===== config.mk =====
export PLATFORM = sky130hd
export DESIGN_NAME = key_entry_buf
export DESIGN_NICKNAME = d
export VERILOG_FILES = /design/src/rtl/key_entry_buf.sv
export SDC_FILE = /design/constraint.sdc
export NUM_CORES = 1
export LEC_CHECK = 0
export CAP_MARGIN = 40
export CORE_MARGIN = 10
export CORE_UTILIZATION = 59
export DETAILED_ROUTE_END_ITERATION = 12
export PLACE_DENSITY = 0.85
export SYNTH_ARGS = -nofsm -noshare
export SYNTH_HDL_FRONTEND = slang
export SYNTH_SLANG_ARGS = --single-unit

===== constraint.sdc =====
create_clock -name clk -period 4.5 [get_ports clk]
set_clock_uncertainty 0.15 [all_clocks]
set_input_delay 0.9 -clock clk [delete_from_list [all_inputs] [get_ports clk]]
set_output_delay 0.9 -clock clk [all_outputs]
set_load 0.05 [all_outputs]

===== src/rtl/key_entry_buf.sv =====
// ============================================================================
//  Module      : key_entry_buf
//  Description : Keypad entry buffer. Collects decimal digits from the 4x4
//                keypad scanner into a shift buffer, with backspace, clear,
//                enter (commit) and an inactivity timeout that discards a
//                partially typed entry.
//  Revision    : 1.0 - initial release
// ============================================================================
`default_nettype none

module key_entry_buf #(
    parameter int DIGITS      = 4,
    parameter int TIMEOUT_CYC = 250_000_000,
    parameter int CNT_W       = 28
) (
    input  logic                  clk,
    input  logic                  rst_n,
    input  logic [3:0]            key_in,
    input  logic                  key_vld,
    output logic [4*DIGITS-1:0]   disp_bcd,
    output logic [2:0]            digit_cnt,
    output logic [4*DIGITS-1:0]   entry_bcd,
    output logic                  entry_vld,
    output logic                  key_err,
    output logic                  timeout
);

    localparam int               c_BW   = 4 * DIGITS;
    localparam logic [2:0]       c_FULL = 3'(DIGITS);
    localparam logic [CNT_W-1:0] c_TERM = CNT_W'(TIMEOUT_CYC - 1);
    localparam logic [CNT_W-1:0] c_ONE  = CNT_W'(1);

    typedef enum logic [1:0] {
        S_IDLE   = 2'd0,
        S_ENTRY  = 2'd1,
        S_COMMIT = 2'd2
    } state_t;

    state_t           r_state, w_state_nxt;
    logic [c_BW-1:0]  r_buf,   w_buf_nxt;
    logic [c_BW-1:0]  r_entry, w_entry_nxt;
    logic [2:0]       r_cnt,   w_cnt_nxt;
    logic [CNT_W-1:0] r_tmr,   w_tmr_nxt;
    logic             r_err,   w_err_nxt;
    logic             r_vld,   w_vld_nxt;
    logic             r_to,    w_to_nxt;

    // Register all state and pulse outputs; reset clears everything at once
    always_ff @(posedge clk or negedge rst_n) begin
        if (!rst_n) begin
            r_state <= S_IDLE;
            r_buf   <= '0;
            r_entry <= '0;
            r_cnt   <= 3'd0;
            r_tmr   <= '0;
            r_err   <= 1'b0;
            r_vld   <= 1'b0;
            r_to    <= 1'b0;
        end else begin
            r_state <= w_state_nxt;
            r_buf   <= w_buf_nxt;
            r_entry <= w_entry_nxt;
            r_cnt   <= w_cnt_nxt;
            r_tmr   <= w_tmr_nxt;
            r_err   <= w_err_nxt;
            r_vld   <= w_vld_nxt;
            r_to    <= w_to_nxt;
        end
    end

    // Key decode, buffer edits, timeout tracking and next-state selection
    always_comb begin
        w_state_nxt = r_state;
        w_buf_nxt   = r_buf;
        w_entry_nxt = r_entry;
        w_cnt_nxt   = r_cnt;
        w_tmr_nxt   = '0;
        w_err_nxt   = 1'b0;
        w_vld_nxt   = 1'b0;
        w_to_nxt    = 1'b0;

        case (r_state)
            // One-cycle commit strobe; any key arriving here is ignored
            S_COMMIT: begin
                w_state_nxt = S_IDLE;
            end
            default: begin
                if (key_vld) begin
                    // Any key (even a no-op) restarts the inactivity timer
                    if (key_in <= 4'd9) begin
                        if (r_cnt != c_FULL) begin
                            w_buf_nxt   = (r_buf << 4) | c_BW'(key_in);
                            w_cnt_nxt   = r_cnt + 3'd1;
                            w_state_nxt = S_ENTRY;
                        end else begin
                            w_err_nxt = 1'b1;
                        end
                    end else begin
                        case (key_in)
                            4'hA: begin
                                if (r_cnt != 3'd0) begin
                                    w_buf_nxt = r_buf >> 4;
                                    w_cnt_nxt = r_cnt - 3'd1;
                                    if (r_cnt == 3'd1) begin
                                        w_state_nxt = S_IDLE;
                                    end
                                end else begin
                                    w_err_nxt = 1'b1;
                                end
                            end
                            4'hB: begin
                                w_buf_nxt   = '0;
                                w_cnt_nxt   = 3'd0;
                                w_state_nxt = S_IDLE;
                            end
                            4'hC: begin
                                if (r_cnt != 3'd0) begin
                                    w_entry_nxt = r_buf;
                                    w_buf_nxt   = '0;
                                    w_cnt_nxt   = 3'd0;
                                    w_vld_nxt   = 1'b1;
                                    w_state_nxt = S_COMMIT;
                                end else begin
                                    w_err_nxt = 1'b1;
                                end
                            end
                            default: begin
                            end
                        endcase
                    end
                end else if (r_state == S_ENTRY) begin
                    // Idle while digits are pending: count toward discard
                    if (r_tmr == c_TERM) begin
                        w_buf_nxt   = '0;
                        w_cnt_nxt   = 3'd0;
                        w_to_nxt    = 1'b1;
                        w_state_nxt = S_IDLE;
                    end else begin
                        w_tmr_nxt = r_tmr + c_ONE;
                    end
                end
            end
        endcase
    end

    assign disp_bcd  = r_buf;
    assign digit_cnt = r_cnt;
    assign entry_bcd = r_entry;
    assign entry_vld = r_vld;
    assign key_err   = r_err;
    assign timeout   = r_to;

endmodule

`default_nettype wire

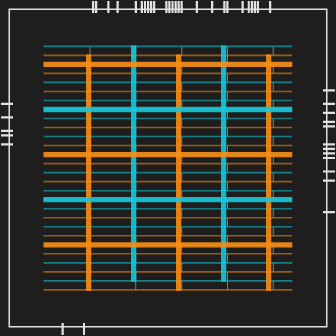
Run 1: PDN straps and rails
Pins as bars on the die edge. Tap cells in grey.
VSS -> orange
VDD -> cyan
signal pins = 45
tap cells = 72
met4 straps = 5
rows = 27
worst voltage drop across the vdd grid: 0.288 mV
core footprint: 5510 sq um
die extent in y: 95.3 microns
floorplan die width: 95.3 microns

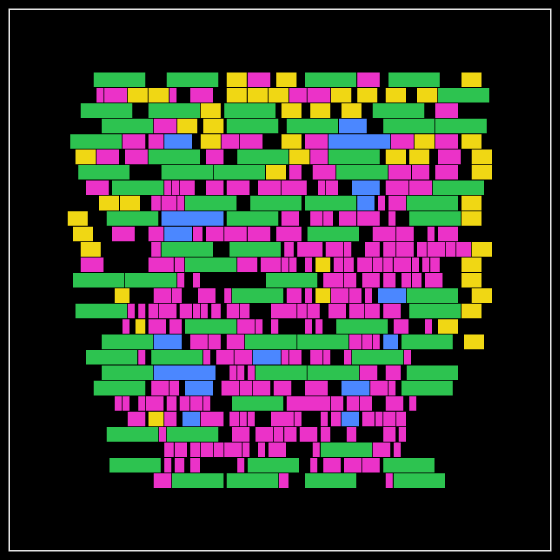
Run 1: placement by cell class
remaining buffers and delay cells -> yellow  # cells 48, share of their area 12%
registers -> green  # cells 68, share of their area 43%
remaining logic cells -> magenta  # cells 226, share of their area 39%
clock drivers and dummy loads -> blue  # cells 16, share of their area 6.2%
final design utilization: 0.741
final std cell area, no fill: 4080 sq um
fraction of area in registers: 0.417
num rows: 27

==> flow_metrics.rpt, run 1 <==
RUN METRICS
----------------------------------------------------
[Synthesis]
  Number of instances in the synthesized netlist ........................ 309
  Yosys top cell area share ........................ 0.509
  Seq cells post-synth ........................ 68
  # Cells Yosys ........................ 309
  Parity-gate share of the synthesized area counting xor and xnor cells ........................ 0.0629
  Multiplexer area fraction after synthesis ........................ 0.106
  Chip area in the Yosys report ........................ 3340 sq um
  List of most frequent post-synthesis cells ........................ 68 x sky130_fd_sc_hd__dfrtp_1, 31 x sky130_fd_sc_hd__nor2_1, 21 x sky130_fd_sc_hd__mux2_2
  Most common flop cell mapped by yosys ........................ sky130_fd_sc_hd__dfrtp_1
  Post-synth area hogs ........................ sky130_fd_sc_hd__dfrtp_1 51%, sky130_fd_sc_hd__mux2_2 7.1%, sky130_fd_sc_hd__xnor2_1 3.7%
  Synthesis warning total ........................ 0
  Cell area after synthesis ........................ 3340 sq um
  FA/HA/MAJ Cells, Area Fraction ........................ 0.0187
  Distinct lib cells used ........................ 48

[Route]
  Met3 Wirelength ........................ 514 microns
  Total routed wire length on the met1 layer ........................ 3240 microns
  Met2 wire length ........................ 3720 microns
  Via-to-Cell Ratio ........................ 5.91
  Via count of the routed design ........................ 2541
  Iteration count of the initial detailed-routing pass ........................ 4

[Min path]
  Start point of the worst min-delay path ........................ r_tmr[0]
  Terminating pin of the worst hold path ........................ r_tmr[0]
  Hold Crit Class ........................ reg -> reg

[GRT]
  Number of antenna violations at the first check in global routing ........................ 0
  Global route hottest layer ........................ met2
  Met2 usage in global routing ........................ 0.280
  Pin count of the biggest net entering global routing ........................ 39
  Total GRT Usage ........................ 0.178
  Via count of the first global-routing pass ........................ 2509

[Worst setup path]
  CP Data Arrival Time ........................ 3.43 ns
  Worst-path maximum fanout ........................ 15
  Startpoint class of the critical path ........................ input port
  Launch point of the critical path ........................ key_in[1]
  CP Capture Point ........................ disp_bcd[4]
  Worst endpoint required time ........................ 4.58 ns
  Crit Path Category ........................ in -> reg
  Path length in cells of the critical path ........................ 7
  Crit-path leading delay family ........................ buffers and inverters
  Stage delay of the slowest cell on the critical path ........................ 0.68 ns

[Final timing]
  RSZ-0062 raised after global routing ........................ no
  Worst Tran Pin Value ........................ 0.900 ns
  Post-route minimum period ........................ 3.35 ns
  Setup TNS after final layout ........................ 0 ns
  Final-report setup violation count ........................ 0
  Final tally of max-slew violations ........................ 0
  Hold Fails Final Rpt ........................ 0

[Die]
  Total I/O pin count ........................ 45
  Chip area ........................ 9080 sq um
  Starting density of the core ........................ 0.607

[Run status]
  Result of the run ........................ finished, final reports clean

[Power]
  Power density over the cells ........................ 426 nW/um^2
  Part of the power in combinational logic ........................ 0.245
  Power spent charging and discharging nets ........................ 0.000567 W
  Switching fraction of total power ........................ 0.326

[Clocking]
  Clock H-tree levels ........................ 3
  Clk root buf ........................ sky130_fd_sc_hd__clkbuf_8
  Post-CTS Setup Repair Bufs ........................ 0
  Clock tree sinks ........................ 68

[Final layout]
  Tally of filler cells in the layout ........................ 375
  Most used cells in the layout excluding fill and tap cells ........................ 68 x sky130_fd_sc_hd__dfrtp_1, 43 x sky130_fd_sc_hd__clkdlybuf4s50_1, 31 x sky130_fd_sc_hd__nor2_1
  Layout cells sized above 1 ........................ 0.131
  Synth-to-layout area growth ........................ 22.0%

[Flow run]
  Tool warnings ........................ 29

[Placement]
  Instance area at placement ........................ 3830 sq um
  GPL Wtd Cong ........................ 0.909
  Count of input and output buffers ........................ 44

----------------------------------------------------
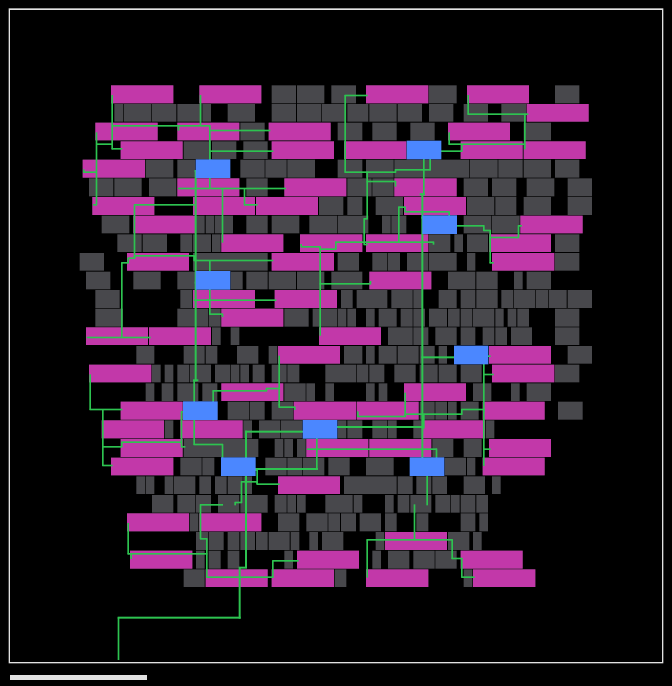
Run 1: clock distribution
The bar under the picture is 20 microns long.
flip-flops -> magenta  # count 68
clock wires -> green  # length 777 microns
clock-net drivers -> blue  # count 9
routed clock nets = 10
clock network latency to the later pin of the worst-skew pair: 0.34 ns
clock group total power: 0.000615 W
part of the power in the clock network: 0.354

==> run 1: sequential cells by signal (all words and copies together) (netlist names) <==
register and count:
timeout 1, r_tmr 28, disp_bcd 16, digit_cnt 3, key_err 1, r_state 2, entry_vld 1, entry_bcd 16
==> run 1: stage by stage <==
step	power (W)	utilization	std cells	worst slack (ns)
after detailed placement	0.00113	0.696	414	0.855
after global routing	0.00181	0.741	430	0.948
after floorplan	0.000982	-	309	1.78
after CTS	0.00175	0.741	430	1.17
final	0.00174	0.741	430	1.15
after global placement	0.00112	0.694	413	0.906
==> run 1: final cells by class <==
class	count	share of cell area
clock buffer	9	0.0304
inverter	12	0.0110
tap	72	0.0221
multi-input combinational	214	0.375
sequential	68	0.417
clock inverter	7	0.0304
timing repair buffer	48	0.114
Run 1, routed metal, one colour a layer:
The bar under the picture is 20 microns long.
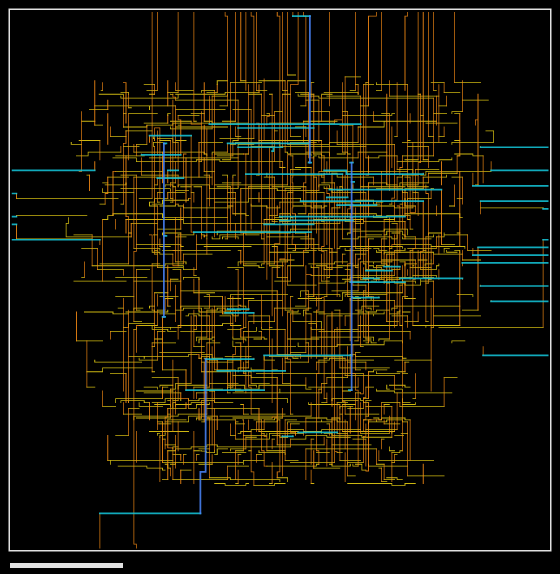

==> run 2, diff against run 1 <==
Settings changed: CORE_UTILIZATION 59 to 49, PLACE_DENSITY 0.85 to 0.75.
Clock period 4.5 ns to 2.8 ns, I/O delays scaled along.
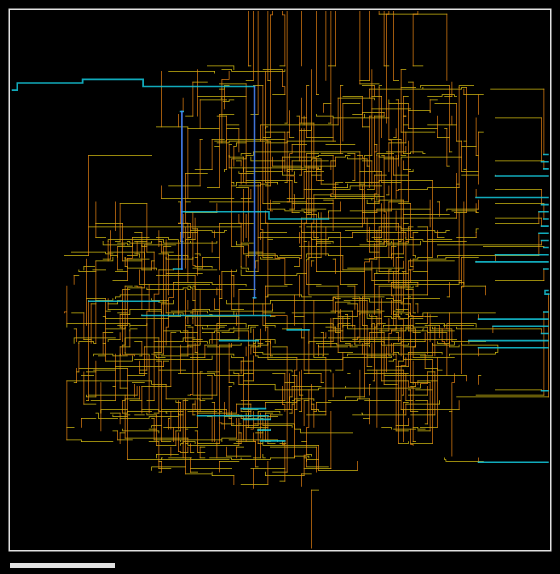
Run 2: routed metal, one colour a layer
The bar under the picture is 20 microns long.
M3 -> cyan  # wire length 289 microns
M4 -> blue  # wire length 70.0 microns
M1 -> yellow  # wire length 3400 microns
M2 -> orange  # wire length 3510 microns
aggregate routed wire length: 7270 microns
Total GRT Usage: 0.145
via count of the routed design: 2519
Routed WL per cell: 16.3 microns

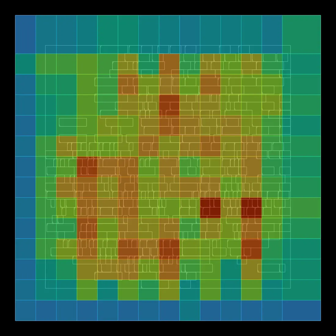
Run 2: routing congestion
met2 usage in global routing: 0.230
global route hottest layer: met2
routing usage on met1: 0.184
global-route track usage on met3: 0.0442

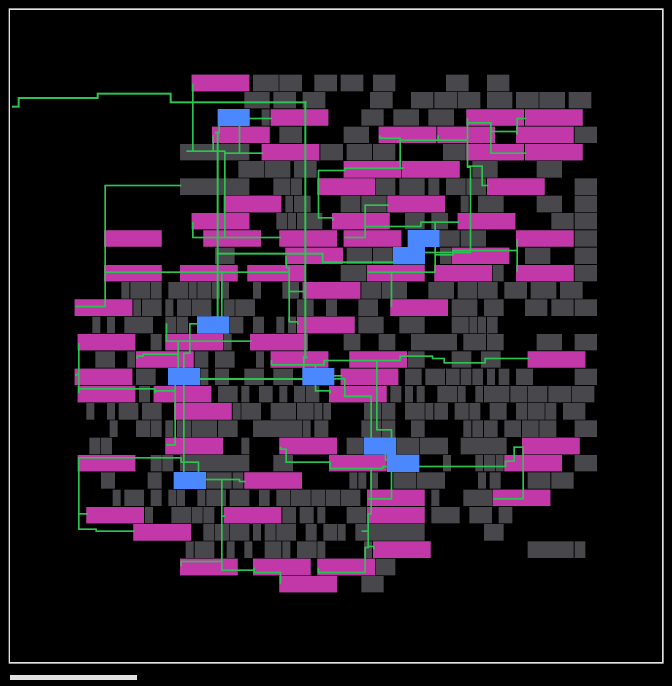
Run 2: clock distribution
The bar under the picture is 20 microns long.
clock wires -> green  # length 887 microns
clock-net drivers -> blue  # count 9
flip-flops -> magenta  # count 68
routed clock nets = 10
clock group total power: 0.00106 W
part of the power in the clock network: 0.369

==> run 2 against run 1 <==
Net effect: combinational power is 62% higher; die area increased by 16%; first-iteration DRC count down 49%; cell count up 4.0%; critical path depth decreased by 1; largest power group unchanged.
==> flow_metrics.rpt, run 2 <==
RUN METRICS
----------------------------------------------------
[Placement]
  GPL Wtd Cong ........................ 0.822
  Placed instance count ........................ 431
  Post-placement worst setup slack ........................ 0.141 ns

[Synthesis]
  Number of instances in the synthesized netlist ........................ 309
  Seq cells post-synth ........................ 68
  Multiplexer area fraction after synthesis ........................ 0.106
  Chip area in the Yosys report ........................ 3340 sq um

[Final layout]
  Multi-input gate count ........................ 214
  Multi-input gate share of total cell area ........................ 0.363
  Fraction of area in registers ........................ 0.404
  Final design utilization ........................ 0.626
  Final cell count without fillers ........................ 447
  Tally of filler cells in the layout ........................ 531
  Reg with most FFs ........................ r_tmr
  Buffers excl. clock ........................ 57

[Clocking]
  Clock network latency to the later pin of the worst-skew pair ........................ 0.34 ns
  Clock tree sinks ........................ 68

[Die]
  Total I/O pin count ........................ 45
  Floorplan die width ........................ 103 microns
  Starting density of the core ........................ 0.498
  Die extent in y ........................ 103 microns

[Flow run]
  Tool warnings ........................ 29

[Worst setup path]
  Crit-path leading delay family ........................ simple AND/OR/NAND/NOR gates
  Worst-path maximum fanout ........................ 15
  Worst endpoint required time ........................ 2.87 ns
  Startpoint class of the critical path ........................ flop

[Power]
  Switching fraction of total power ........................ 0.308
  Power spent charging and discharging nets ........................ 0.000883 W
  Part of the power in combinational logic ........................ 0.241
  Power density over the cells ........................ 680 nW/um^2

[GRT]
  Via count of the first global-routing pass ........................ 2501
  Number of antenna violations at the first check in global routing ........................ 0

[Final timing]
  Setup slack after layout ........................ 0.333 ns
  Worst Tran Pin Value ........................ 0.804 ns
  Final tally of max-slew violations ........................ 0

[Route]
  Met2 wire length ........................ 3510 microns
  Via-to-Cell Ratio ........................ 5.64
  Iteration count of the initial detailed-routing pass ........................ 4

[Run status]
  Result of the run ........................ finished, final reports clean

----------------------------------------------------
-- run 2: cell types whose count changed in the layout (fill, tap and decap cells not counted) --
cell	delta
sky130_fd_sc_hd__buf_4	+6
sky130_fd_sc_hd__bufinv_16	+1
sky130_fd_sc_hd__clkinv_2	+2
sky130_fd_sc_hd__clkinv_4	-1
sky130_fd_sc_hd__inv_6	-1
sky130_fd_sc_hd__clkinvlp_4	-1
sky130_fd_sc_hd__buf_12	+3
-- run 2: per-stage QoR --
stage | power, W | hold WS [ns] | instance area, sq um
after detailed placement | 0.00183 | 0.327 | 3950
final | 0.00286 | 0.0764 | 4210
after floorplan | 0.00158 | 0.114 | 3340
after global routing | 0.00299 | 0.109 | 4210
after global placement | 0.00182 | 0.315 | 3950
after CTS | 0.00289 | 0.0961 | 4210
Power and IR drop assume default switching activity.
